### config.mk
export PLATFORM = sky130hd
export DESIGN_NAME = alu_flat
export DESIGN_NICKNAME = d
export VERILOG_FILES = /design/src/rtl/alu_pkg.sv /design/src/rtl/alu_if.sv /design/src/rtl/alu_mul.sv /design/src/rtl/alu.sv /design/src/flat_wrapper.sv
export SDC_FILE = /design/constraint.sdc
export NUM_CORES = 2
export LEC_CHECK = 0
export CORE_MARGIN = 2
export CORE_UTILIZATION = 45
export CTS_CLUSTER_SIZE = 28
export DETAILED_ROUTE_END_ITERATION = 8
export PLACE_DENSITY_LB_ADDON = 0.3
export SYNTH_ARGS = -nofsm -noshare
export SYNTH_HDL_FRONTEND = slang
export SYNTH_SLANG_ARGS = --single-unit
### constraint.sdc
create_clock -name clk -period 2.24 [get_ports clk]
set_input_delay 0.448 -clock clk [delete_from_list [all_inputs] [get_ports clk]]
set_output_delay 0.448 -clock clk [all_outputs]
set_load 0.1 [all_outputs]
### src/rtl/alu_pkg.sv
// ---------------------------------------------------------------------------
// alu_pkg
// Shared definitions for the ALU slice: the 4-bit operation codes used by the
// ALU, the decoder and the benches, the datapath width, and a small helper
// that tells the multiplier how to extend each operand.
// ---------------------------------------------------------------------------
package alu_pkg;

   localparam int ALU_DATA_W = 32;
   localparam int ALU_SEL_W  = 4;
   localparam int ALU_SHAMT_W = 5;

   // Operation select codes. Code 15 is deliberately left undefined and
   // produces a zero result.
   typedef enum logic [ALU_SEL_W-1:0] {
      ALU_ADD    = 4'd0,
      ALU_SUB    = 4'd1,
      ALU_AND    = 4'd2,
      ALU_OR     = 4'd3,
      ALU_XOR    = 4'd4,
      ALU_SLL    = 4'd5,
      ALU_SRL    = 4'd6,
      ALU_SRA    = 4'd7,
      ALU_SLT    = 4'd8,
      ALU_SLTU   = 4'd9,
      ALU_MUL    = 4'd10,
      ALU_MULH   = 4'd11,
      ALU_MULHSU = 4'd12,
      ALU_MULHU  = 4'd13,
      ALU_PASSB  = 4'd14,
      ALU_UNDEF  = 4'd15
   } alu_op_e;

   // How each multiplier operand is widened before the 33x33 product.
   typedef struct packed {
      logic a_signed;
      logic b_signed;
   } mul_mode_t;

   // MULH treats both operands as signed, MULHSU only A, MULHU neither.
   // The low product word is identical for every mode, so MUL can use any.
   function automatic mul_mode_t mul_mode_for(input alu_op_e op);
      mul_mode_t mode;
      mode.a_signed = 1'b0;
      mode.b_signed = 1'b0;
      case (op)
         ALU_MUL,
         ALU_MULH: begin
            mode.a_signed = 1'b1;
            mode.b_signed = 1'b1;
         end
         ALU_MULHSU: begin
            mode.a_signed = 1'b1;
         end
         default: begin
            mode.a_signed = 1'b0;
            mode.b_signed = 1'b0;
         end
      endcase
      return mode;
   endfunction

endpackage

### src/rtl/alu_if.sv
// ---------------------------------------------------------------------------
// alu_if
// Bundles the ALU operand/select inputs and the registered result/flags.
//   bus_a, bus_b : operands (two's complement), bus_b[4:0] is the shift amount
//   alu_sel      : operation select (alu_op_e codes)
//   alu_out      : registered result
//   alu_zero     : registered flag, alu_out == 0
//   alu_neg      : registered flag, alu_out sign bit
// master drives operands and select, slave is the ALU itself.
// ---------------------------------------------------------------------------
interface alu_if
   import alu_pkg::*;
#(
   parameter int DATA_W = ALU_DATA_W
);

   logic [DATA_W-1:0]    bus_a;
   logic [DATA_W-1:0]    bus_b;
   logic [ALU_SEL_W-1:0] alu_sel;
   logic [DATA_W-1:0]    alu_out;
   logic                 alu_zero;
   logic                 alu_neg;

   modport master (
      output bus_a,
      output bus_b,
      output alu_sel,
      input  alu_out,
      input  alu_zero,
      input  alu_neg
   );

   modport slave (
      input  bus_a,
      input  bus_b,
      input  alu_sel,
      output alu_out,
      output alu_zero,
      output alu_neg
   );

endinterface

### src/rtl/alu_mul.sv
// ---------------------------------------------------------------------------
// alu_mul
// Purely combinational multiplier. Each operand is widened by one bit, either
// sign- or zero-extended, and the two 33-bit signed values are multiplied.
// The full product of any signed/unsigned mix of 32-bit operands fits in a
// signed 64-bit value, so the low 64 bits are the exact product.
//   a, b     : 32-bit operands
//   a_signed : extend a with its sign bit (else zero)
//   b_signed : extend b with its sign bit (else zero)
//   prod     : 64-bit product
// ---------------------------------------------------------------------------
module alu_mul
   import alu_pkg::*;
#(
   parameter int DATA_W = ALU_DATA_W
) (
   input  logic [DATA_W-1:0]   a,
   input  logic [DATA_W-1:0]   b,
   input  logic                a_signed,
   input  logic                b_signed,
   output logic [2*DATA_W-1:0] prod
);

   logic signed [DATA_W:0]     a_ext;
   logic signed [DATA_W:0]     b_ext;
   logic signed [2*DATA_W-1:0] prod_s;

   // The extra top bit decides whether the operand is read as signed or
   // unsigned by the signed multiplier below.
   assign a_ext = {a_signed & a[DATA_W-1], a};
   assign b_ext = {b_signed & b[DATA_W-1], b};

   // Both operands are sign-extended to the 64-bit assignment width before
   // multiplying, which keeps the low 64 bits of the true product.
   assign prod_s = a_ext * b_ext;
   assign prod   = prod_s;

endmodule

### src/rtl/alu.sv
// ---------------------------------------------------------------------------
// alu
// Single-cycle ALU with one output register stage. The result is formed
// combinationally from bus_a, bus_b and alu_sel and captured on every rising
// clk edge together with its zero and negative flags.
//   clk : rising-edge clock
//   rst : asynchronous active-high reset (out=0, zero=1, neg=0)
//   bus : alu_if slave (operands, select in; result and flags out)
// ---------------------------------------------------------------------------
module alu
   import alu_pkg::*;
#(
   parameter int DATA_W = ALU_DATA_W
) (
   input logic  clk,
   input logic  rst,
   alu_if.slave bus
);

   alu_op_e             op;
   mul_mode_t           mode;
   logic [2*DATA_W-1:0] prod;
   logic [ALU_SHAMT_W-1:0] shamt;
   logic [DATA_W-1:0]   result;
   logic                signed_lt;
   logic                unsigned_lt;

   assign op    = alu_op_e'(bus.alu_sel);
   assign shamt = bus.bus_b[ALU_SHAMT_W-1:0];
   assign mode  = mul_mode_for(op);

   assign signed_lt   = $signed(bus.bus_a) < $signed(bus.bus_b);
   assign unsigned_lt = bus.bus_a < bus.bus_b;

   alu_mul #(
      .DATA_W   (DATA_W)
   ) u_mul (
      .a        (bus.bus_a),
      .b        (bus.bus_b),
      .a_signed (mode.a_signed),
      .b_signed (mode.b_signed),
      .prod     (prod)
   );

   // Result selection. Add/sub wrap naturally at DATA_W bits; shifts only
   // look at the low five bits of b; the undefined code falls to zero.
   always_comb begin
      result = '0;
      case (op)
         ALU_ADD:    result = bus.bus_a + bus.bus_b;
         ALU_SUB:    result = bus.bus_a - bus.bus_b;
         ALU_AND:    result = bus.bus_a & bus.bus_b;
         ALU_OR:     result = bus.bus_a | bus.bus_b;
         ALU_XOR:    result = bus.bus_a ^ bus.bus_b;
         ALU_SLL:    result = bus.bus_a << shamt;
         ALU_SRL:    result = bus.bus_a >> shamt;
         ALU_SRA:    result = $signed(bus.bus_a) >>> shamt;
         ALU_SLT:    result = {{(DATA_W-1){1'b0}}, signed_lt};
         ALU_SLTU:   result = {{(DATA_W-1){1'b0}}, unsigned_lt};
         ALU_MUL:    result = prod[DATA_W-1:0];
         ALU_MULH,
         ALU_MULHSU,
         ALU_MULHU:  result = prod[2*DATA_W-1:DATA_W];
         ALU_PASSB:  result = bus.bus_b;
         default:    result = '0;
      endcase
   end

   // Output register. The flags are computed from the same result word that
   // is captured, so out/zero/neg always describe one operation.
   always_ff @(posedge clk or posedge rst) begin
      if (rst) begin
         bus.alu_out  <= '0;
         bus.alu_zero <= 1'b1;
         bus.alu_neg  <= 1'b0;
      end else begin
         bus.alu_out  <= result;
         bus.alu_zero <= (result == '0);
         bus.alu_neg  <= result[DATA_W-1];
      end
   end

endmodule

### src/flat_wrapper.sv
// flat-port wrapper written by rule: the top's interface ports become plain ports
module alu_flat import alu_pkg::*;
#(
   parameter int DATA_W = ALU_DATA_W
)
  (clk, rst, bus_bus_a, bus_bus_b, bus_alu_sel, bus_alu_out, bus_alu_zero, bus_alu_neg);
  alu_if #(.DATA_W(DATA_W)) bus_i ();
  input logic clk;
  input logic rst;
  input wire logic [$bits(bus_i.bus_a)-1:0] bus_bus_a;
  input wire logic [$bits(bus_i.bus_b)-1:0] bus_bus_b;
  input wire logic [$bits(bus_i.alu_sel)-1:0] bus_alu_sel;
  output wire logic [$bits(bus_i.alu_out)-1:0] bus_alu_out;
  output wire logic [$bits(bus_i.alu_zero)-1:0] bus_alu_zero;
  output wire logic [$bits(bus_i.alu_neg)-1:0] bus_alu_neg;
  assign bus_i.bus_a = bus_bus_a;
  assign bus_i.bus_b = bus_bus_b;
  assign bus_i.alu_sel = bus_alu_sel;
  assign bus_alu_out = bus_i.alu_out;
  assign bus_alu_zero = bus_i.alu_zero;
  assign bus_alu_neg = bus_i.alu_neg;
  alu #(.DATA_W(DATA_W)) u_core (.clk(clk), .rst(rst), .bus(bus_i));
endmodule
==> impl_metrics.json <==
{
  "finalSetupViolations": 33,
  "detail_route.wl_per_cell_microns": 30.5,
  "mi_logic_area_sq_um": 44000,
  "maxCapViolations": 0,
  "first_pass_iters": 8,
  "post-cts-setup-buffers": 197,
  "grt_use_total_pct": 48.8,
  "critPathSlowestCell": "fa_2",
  "cts_hold_buf": 0,
  "top_layer": "met5",
  "openroad.warnings": 94,
  "h-tree-depth": 2,
  "setup_ws_ns": -6.92,
  "wirelength_microns": 269000,
  "status": "complete, but fails checks",
  "cts_resized": 706,
  "critical_path_buf_inv_count": 12,
  "grtUsageMet2_pct": 72.9,
  "die-width_microns": 333,
  "drc": 0,
  "yosys.cell_count.top_type": "inv_1",
  "use_met3_pct": 12.7,
  "ys_warn_count": 0,
  "topCombFamilyByArea": "adder cells",
  "hold_violations": 0,
  "fa_ha_area_share_pct": 54.2,
  "end_kind": "flop",
  "critical_path_depth": 34,
  "grt_pass1_vias": 53800,
  "clock_sinks": 33,
  "fin_hold_ws_ns": 0.561,
  "nFillCells": 9221,
  "max_freq_ghz": 0.109,
  "violations": "negative setup slack",
  "synth-simple-area-share_pct": 16.1
}
-- tightest hold or removal path, delay by kind of cell --
kind,cells,cell delay [ns]
buffers and inverters,3,0.83
-- layout by cell type (no fill, tap or decap), types with 21 or more instances in the layout --
cell type / netlist / routed
buf_6: 1 / 117
nor3_1: 65 / 56
o211ai_1: 39 / 39
a31oi_1: 34 / 32
buf_2: 13 / 22
a221oi_1: 43 / 34
nor2b_1: 25 / 21
buf_8: 0 / 25
a21oi_2: 0 / 30
mux2_2: 27 / 27
buf_4: 4 / 1484
nand4_1: 56 / 56
dfrtp_1: 32 / 32
nand2_1: 943 / 897
a21o_1: 34 / 34
fa_2: 0 / 66
a21oi_1: 196 / 149
ha_1: 309 / 263
inv_2: 9 / 63
nand2_2: 0 / 32
fa_1: 1127 / 1061
nor4_1: 37 / 24
mux2i_1: 52 / 50
nand2b_1: 24 / 23
inv_1: 1266 / 1195
nand3_1: 63 / 52
o21ai_0: 148 / 107
a22oi_1: 36 / 36
xnor2_1: 55 / 52
ha_4: 0 / 43
o22ai_1: 32 / 30
buf_12: 0 / 124
a211oi_1: 40 / 30
nor2_1: 500 / 475
-- state kept, by name (all words and copies together) (netlist names) --
name                 cells
u_core.bus.alu_out      31
u_core.bus.alu_neg       1
u_core.bus.alu_zero      1
**Cells by drive strength**

Bar = 100 microns.
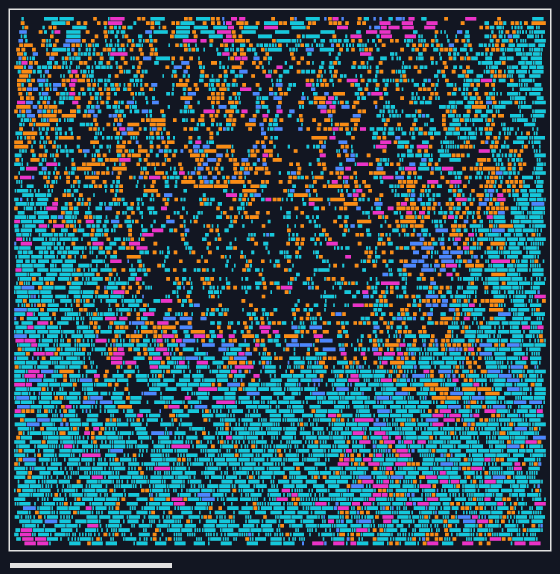
| color | size | cells |
|---|---|---|
| blue | _2 cells | 392 |
| cyan | _0 and _1 cells | 5072 |
| orange | _3 and _4 cells | 1645 |
| magenta | _6 and larger | 290 |

**Port wiring**

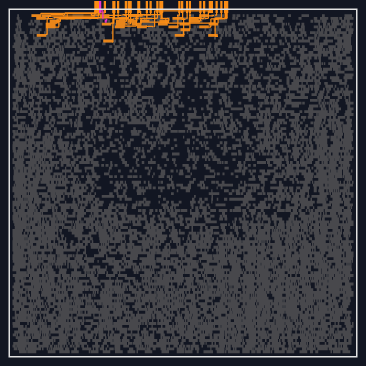
| color | port | bits | direction | edge | end cells | buffers | wire |
|---|---|---|---|---|---|---|---|
| orange | `bus_alu_out` | 32 | output | top | 32 | 32 | 1110 microns |
| magenta | `rst` | 1 | input | top | 1 | 1 | 14.5 microns |

**Clock nets**

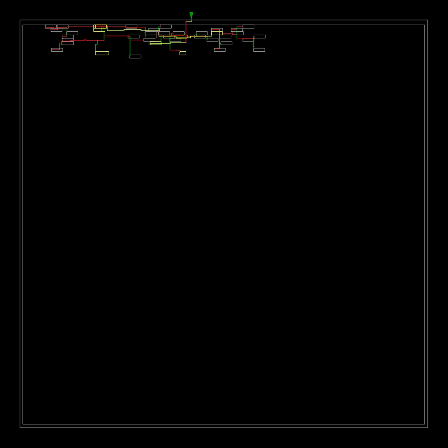
seq_cells: 33
clock buffer count: 7

**Zoomed window**

Region (152, 152) to (182, 182) microns. Cells in gray, sequential cells in the stronger gray; small squares are vias.
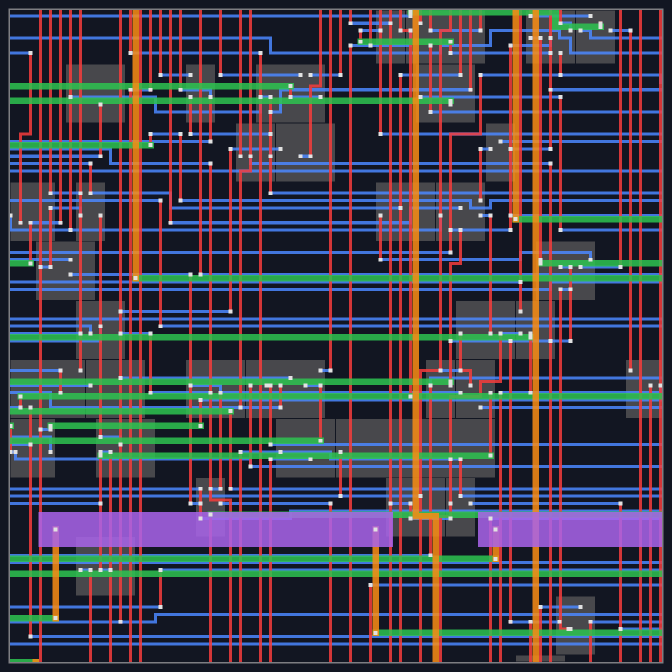
| color | layer |
|---|---|
| purple | metal 5 |
| blue | metal 1 |
| red | metal 2 |
| orange | metal 4 |
| green | metal 3 |
most frequent: buf_4 (12), nor2_1 (6)
cells with their middle in the window: 36
sequential cells in the window: 0

